File: config.mk
export PLATFORM = sky130hd
export DESIGN_NAME = fpu_addsub_ctrl
export DESIGN_NICKNAME = d
export VERILOG_FILES = /design/src/rtl/fpu_addsub_ctrl.sv
export SDC_FILE = /design/constraint.sdc
export NUM_CORES = 1
export LEC_CHECK = 0
export ABC_AREA = 1
export CORE_MARGIN = 4
export CORE_UTILIZATION = 25
export CTS_BUF_LIST = sky130_fd_sc_hd__clkbuf_4
export DETAILED_ROUTE_END_ITERATION = 8
export HOLD_SLACK_MARGIN = 0.03
export PLACE_DENSITY = 0.63
export SYNTH_ARGS = -nofsm -noshare
export SYNTH_HDL_FRONTEND = slang
export SYNTH_SLANG_ARGS = --single-unit
File: constraint.sdc
create_clock -name CLK -period 1.19 [get_ports CLK]
set_input_delay 0.119 -clock CLK [delete_from_list [all_inputs] [get_ports CLK]]
set_output_delay 0.119 -clock CLK [all_outputs]
set_load 0.01 [all_outputs]
File: src/rtl/fpu_addsub_ctrl.sv
// fpu_addsub_ctrl: sequences one fadd.s/fsub.s request from the core through the
// FP unit's A/B/OP operand streams and R result stream, stalling the core via BUSY.
// Optional build macro FPU_CTRL_TIMEOUT_EN adds an abort timer (TIMEOUT_CYCLES)
// that answers with a canonical qNaN plus RSP_ERR and drains one late result.
module fpu_addsub_ctrl #(
    parameter logic [15:0] TIMEOUT_CYCLES = 16'd1024
) (
    input  logic        CLK,
    input  logic        RST_N,
    input  logic        REQ_VALID,
    output logic        REQ_READY,
    input  logic        REQ_OP,
    input  logic [31:0] REQ_A,
    input  logic [31:0] REQ_B,
    output logic        BUSY,
    output logic        RSP_VALID,
    output logic [31:0] RSP_DATA,
    output logic        RSP_ERR,
    output logic [31:0] A_TDATA,
    output logic        A_TVALID,
    input  logic        A_TREADY,
    output logic [31:0] B_TDATA,
    output logic        B_TVALID,
    input  logic        B_TREADY,
    output logic [7:0]  OP_TDATA,
    output logic        OP_TVALID,
    input  logic        OP_TREADY,
    input  logic [31:0] R_TDATA,
    input  logic        R_TVALID,
    output logic        R_TREADY
);

    typedef enum logic [1:0] {
        ST_IDLE  = 2'd0,
        ST_ISSUE = 2'd1,
        ST_WAIT  = 2'd2,
        ST_DONE  = 2'd3
    } state_t;

    state_t      state_q, state_d;
    logic        a_valid_q, a_valid_d;
    logic        b_valid_q, b_valid_d;
    logic        op_valid_q, op_valid_d;
    logic [31:0] a_data_q, a_data_d;
    logic [31:0] b_data_q, b_data_d;
    logic [7:0]  op_data_q, op_data_d;
    logic [31:0] rsp_data_q, rsp_data_d;

`ifdef FPU_CTRL_TIMEOUT_EN
    localparam logic [31:0] QNAN = 32'h7FC0_0000;

    logic        rsp_err_q, rsp_err_d;
    logic [15:0] cnt_q, cnt_d;
    logic        drain_q, drain_d;
    logic        timeout_hit;

    // Counter reaches TIMEOUT_CYCLES on the coming edge.
    assign timeout_hit = (17'(cnt_q) + 17'd1) == 17'(TIMEOUT_CYCLES);
`else
    logic unused_timeout;
    assign unused_timeout = ^TIMEOUT_CYCLES;
`endif

    // State and datapath registers.
    always_ff @(posedge CLK) begin
        if (!RST_N) begin
            state_q    <= ST_IDLE;
            a_valid_q  <= 1'b0;
            b_valid_q  <= 1'b0;
            op_valid_q <= 1'b0;
            a_data_q   <= '0;
            b_data_q   <= '0;
            op_data_q  <= '0;
            rsp_data_q <= '0;
`ifdef FPU_CTRL_TIMEOUT_EN
            rsp_err_q  <= 1'b0;
            cnt_q      <= '0;
            drain_q    <= 1'b0;
`endif
        end else begin
            state_q    <= state_d;
            a_valid_q  <= a_valid_d;
            b_valid_q  <= b_valid_d;
            op_valid_q <= op_valid_d;
            a_data_q   <= a_data_d;
            b_data_q   <= b_data_d;
            op_data_q  <= op_data_d;
            rsp_data_q <= rsp_data_d;
`ifdef FPU_CTRL_TIMEOUT_EN
            rsp_err_q  <= rsp_err_d;
            cnt_q      <= cnt_d;
            drain_q    <= drain_d;
`endif
        end
    end

    // Next-state: issue operands, track each channel's handshake, collect result.
    always_comb begin
        state_d    = state_q;
        a_valid_d  = a_valid_q;
        b_valid_d  = b_valid_q;
        op_valid_d = op_valid_q;
        a_data_d   = a_data_q;
        b_data_d   = b_data_q;
        op_data_d  = op_data_q;
        rsp_data_d = rsp_data_q;
`ifdef FPU_CTRL_TIMEOUT_EN
        rsp_err_d  = rsp_err_q;
        cnt_d      = cnt_q;
        drain_d    = drain_q;
`endif
        case (state_q)
            ST_IDLE: begin
`ifdef FPU_CTRL_TIMEOUT_EN
                if (drain_q && R_TVALID) begin
                    drain_d = 1'b0;
                end
`endif
                if (REQ_VALID) begin
                    a_data_d   = REQ_A;
                    b_data_d   = REQ_B;
                    op_data_d  = REQ_OP ? 8'h01 : 8'h00;
                    a_valid_d  = 1'b1;
                    b_valid_d  = 1'b1;
                    op_valid_d = 1'b1;
                    state_d    = ST_ISSUE;
`ifdef FPU_CTRL_TIMEOUT_EN
                    cnt_d      = '0;
`endif
                end
            end
            ST_ISSUE: begin
                a_valid_d  = a_valid_q  & ~A_TREADY;
                b_valid_d  = b_valid_q  & ~B_TREADY;
                op_valid_d = op_valid_q & ~OP_TREADY;
                if (!(a_valid_d || b_valid_d || op_valid_d)) begin
                    state_d = ST_WAIT;
                end
`ifdef FPU_CTRL_TIMEOUT_EN
                cnt_d = cnt_q + 16'd1;
                if (timeout_hit) begin
                    a_valid_d  = 1'b0;
                    b_valid_d  = 1'b0;
                    op_valid_d = 1'b0;
                    rsp_data_d = QNAN;
                    rsp_err_d  = 1'b1;
                    drain_d    = 1'b1;
                    state_d    = ST_DONE;
                end
`endif
            end
            ST_WAIT: begin
`ifdef FPU_CTRL_TIMEOUT_EN
                cnt_d = cnt_q + 16'd1;
`endif
                if (R_TVALID) begin
                    rsp_data_d = R_TDATA;
`ifdef FPU_CTRL_TIMEOUT_EN
                    rsp_err_d  = 1'b0;
`endif
                    state_d    = ST_DONE;
                end
`ifdef FPU_CTRL_TIMEOUT_EN
                else if (timeout_hit) begin
                    rsp_data_d = QNAN;
                    rsp_err_d  = 1'b1;
                    drain_d    = 1'b1;
                    state_d    = ST_DONE;
                end
`endif
            end
            ST_DONE: begin
                state_d = ST_IDLE;
            end
            default: begin
                state_d = ST_IDLE;
            end
        endcase
    end

    // Output decode from registered state.
    assign REQ_READY = (state_q == ST_IDLE);
    assign BUSY      = ((state_q == ST_IDLE) && REQ_VALID) || (state_q == ST_ISSUE) ||
                       (state_q == ST_WAIT);
    assign RSP_VALID = (state_q == ST_DONE);
    assign RSP_DATA  = rsp_data_q;
    assign A_TDATA   = a_data_q;
    assign A_TVALID  = a_valid_q;
    assign B_TDATA   = b_data_q;
    assign B_TVALID  = b_valid_q;
    assign OP_TDATA  = op_data_q;
    assign OP_TVALID = op_valid_q;
`ifdef FPU_CTRL_TIMEOUT_EN
    assign RSP_ERR   = rsp_err_q;
    assign R_TREADY  = (state_q == ST_WAIT) || ((state_q == ST_IDLE) && drain_q);
`else
    assign RSP_ERR   = 1'b0;
    assign R_TREADY  = (state_q == ST_WAIT);
`endif

endmodule
### Signal metal coverage by tile

(3 px per um) 26 x 26 tiles, from dark purple (low) to yellow (high), scaled to the fullest tile. Values are wire area over tile area, all layers added.
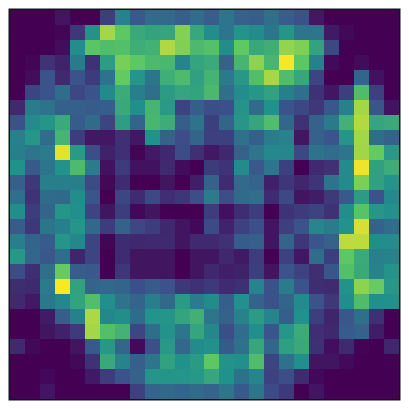
mean over tiles	0.14
fullest tile	0.46
emptiest ninth of the die	centre
nearly empty tiles	14%

### Sizing map

(2 px per um)
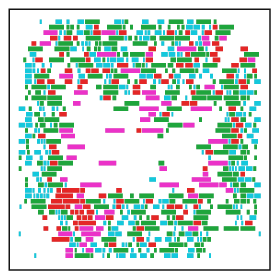
colour	size	cells	share
red	_3 and _4 cells	119	16%
cyan	_0 and _1 cells	294	40%
green	_2 cells	269	36%
magenta	_6 and larger	56	7.6%
area delta synth->final: 103.4%
Non-clk bufs: 275
design area: 7523 um^2
final worst-path setup slack: -0.3368 ns

==> run_results.csv <==
group,metric,value,unit
status,status,"finished, violations left",
status,violations,"negative setup slack",
route,wl,14870,um
clocking,clockBufferDepth,2,
floorplanning,core-area,14530,um^2
route,firstDrtPassIters,4,
worst_setup_path,r2r_slack,-0.34,ns
pwr,combPwrFrac,54.9,%
final_timing,fin_ws,-0.3368,ns
pwr,pg_seq,5.20,mW
pwr,switching_share,38.24,%
pwr,clkPwrFrac,12.7,%
final_timing,finalClockSkew,0.02086,ns
synth,top_area_cell,"dfxtp_1",
route,post_drt_wl_per_cell,16.12,um
floorplanning,die_w,129.6,um
worst_setup_path,crit_buf_inv,5,
final_timing,grt_setup_unrepaired,"true",
flow_run,cap_violations,0,
synth,synth_area,3699,um^2
pwr,combinationalPower,8.84,mW
worst_setup_path,end_kind,"register",
synth,ys_ff,102,
worst_setup_path,worst_r2r_endpoint,"B_TDATA[12]$_SDFFE_PN0P_",
clocking,cts_buffers,9,
final_timing,setup_viol,106,
synth,ys_area,3699,um^2
grt,track_usage,16.48,%
final_timing,drv_slew,0,
clocking,holdBufCountCts,0,
worst_setup_path,cp.required,1.54,ns
layout,layout.nets,841,
grt,grt_pass1_wl,21590,um
synth,synthArstFlopShare,0,%
worst_setup_path,slowest_stage,"dfxtp_4",
worst_setup_path,cpLargestDelayFamily,"buffers and inverters",
synth,ff_type,"dfxtp_1",
flow_run,warnings,32,
grt,grtUsageMet1,18.75,%
min_path,min_to,"A_TDATA[11]$_SDFFE_PN0P_",
min_path,worstHoldStart,"RST_N",
route,vias_per_cell,4.475,
route,drc,0,
### Signal wires on met3

(3 px per um)
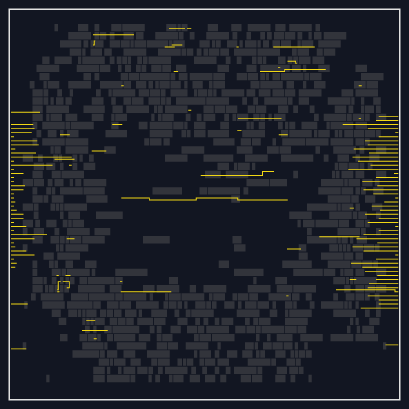
main direction	horizontal
wire length on this layer	865 um
longest straight run	20.5 um

### Clock wiring as the flow saved it

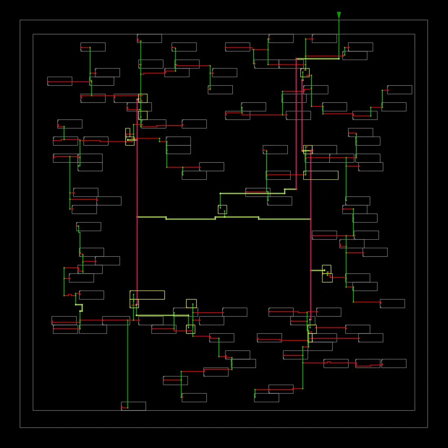
P_clk: 2.05 mW
worst skew pair latency: 0.46 ns
total clock sinks: 102

==> logic make-up after synthesis <==
logic type                 count (synthesis)  share of synthesized area (%)
and+or+nand+nor                          210                          21.52
buffers and inverters                     51                          6.935
AOI/OAI and AO/OA                        110                          14.89
other                                      1                         0.1014
adders and majority gates                  4                          1.353
DFF                                      102                          55.21
==> state kept, by name (all words and copies together) (netlist names) <==
| name | cells |
|---|---|
| RSP_DATA | 32 |
| A_TVALID | 1 |
| B_TDATA | 32 |
| OP_TVALID | 1 |
| A_TDATA | 32 |
| state_q | 2 |
| B_TVALID | 1 |
| OP_TDATA | 1 |
==> synthesized netlist by cell type (3+ instances only) <==
library cell / number
buf_2: 7
o21ai_1: 21
a21oi_1: 8
inv_1: 11
buf_4: 14
nand2_1: 8
dfxtp_1: 102
clkbuf_2: 3
clkbuf_1: 15
nand3_1: 4
o21ai_0: 81
nor2_1: 197
ha_1: 4
==> area by class of cell <==
class                           count  area, um^2
Clock buffer                       10       75.07
Clock inverter                      6       85.08
Fill cell                        1338        7010
Inverter                           12       91.34
Multi-Input combinational cell    332        2272
Sequential cell                   102        2175
Tap cell                          184       230.2
Timing Repair Buffer              275        2579
Timing Repair inverter              1       16.27
==> routing by layer <==
layer,vias to the layer above,wire [um]
met5,-,0
li1,2031,-
met1,1917,5692
met4,0,398
met3,29,864
met2,149,7909
==> stage by stage <==
stage	total power, mW	setup TNS, ns	instance area [um^2]	utilization (%)	setup slack (ns)
CTS	15.11	-24.83	7082	48.73	-0.3457
finish	16.09	-26.59	7523	51.76	-0.3368
global placement	10.38	-18.19	6066	41.74	-0.2627
floorplan	7.569	-0.5025	3781	-	-0.01208
global route	17.06	-31.49	7523	51.76	-0.4039
detailed placement	10.53	-20.63	6066	41.74	-0.3257
Power figures rest on the tool's default switching activity, not on a simulated workload.
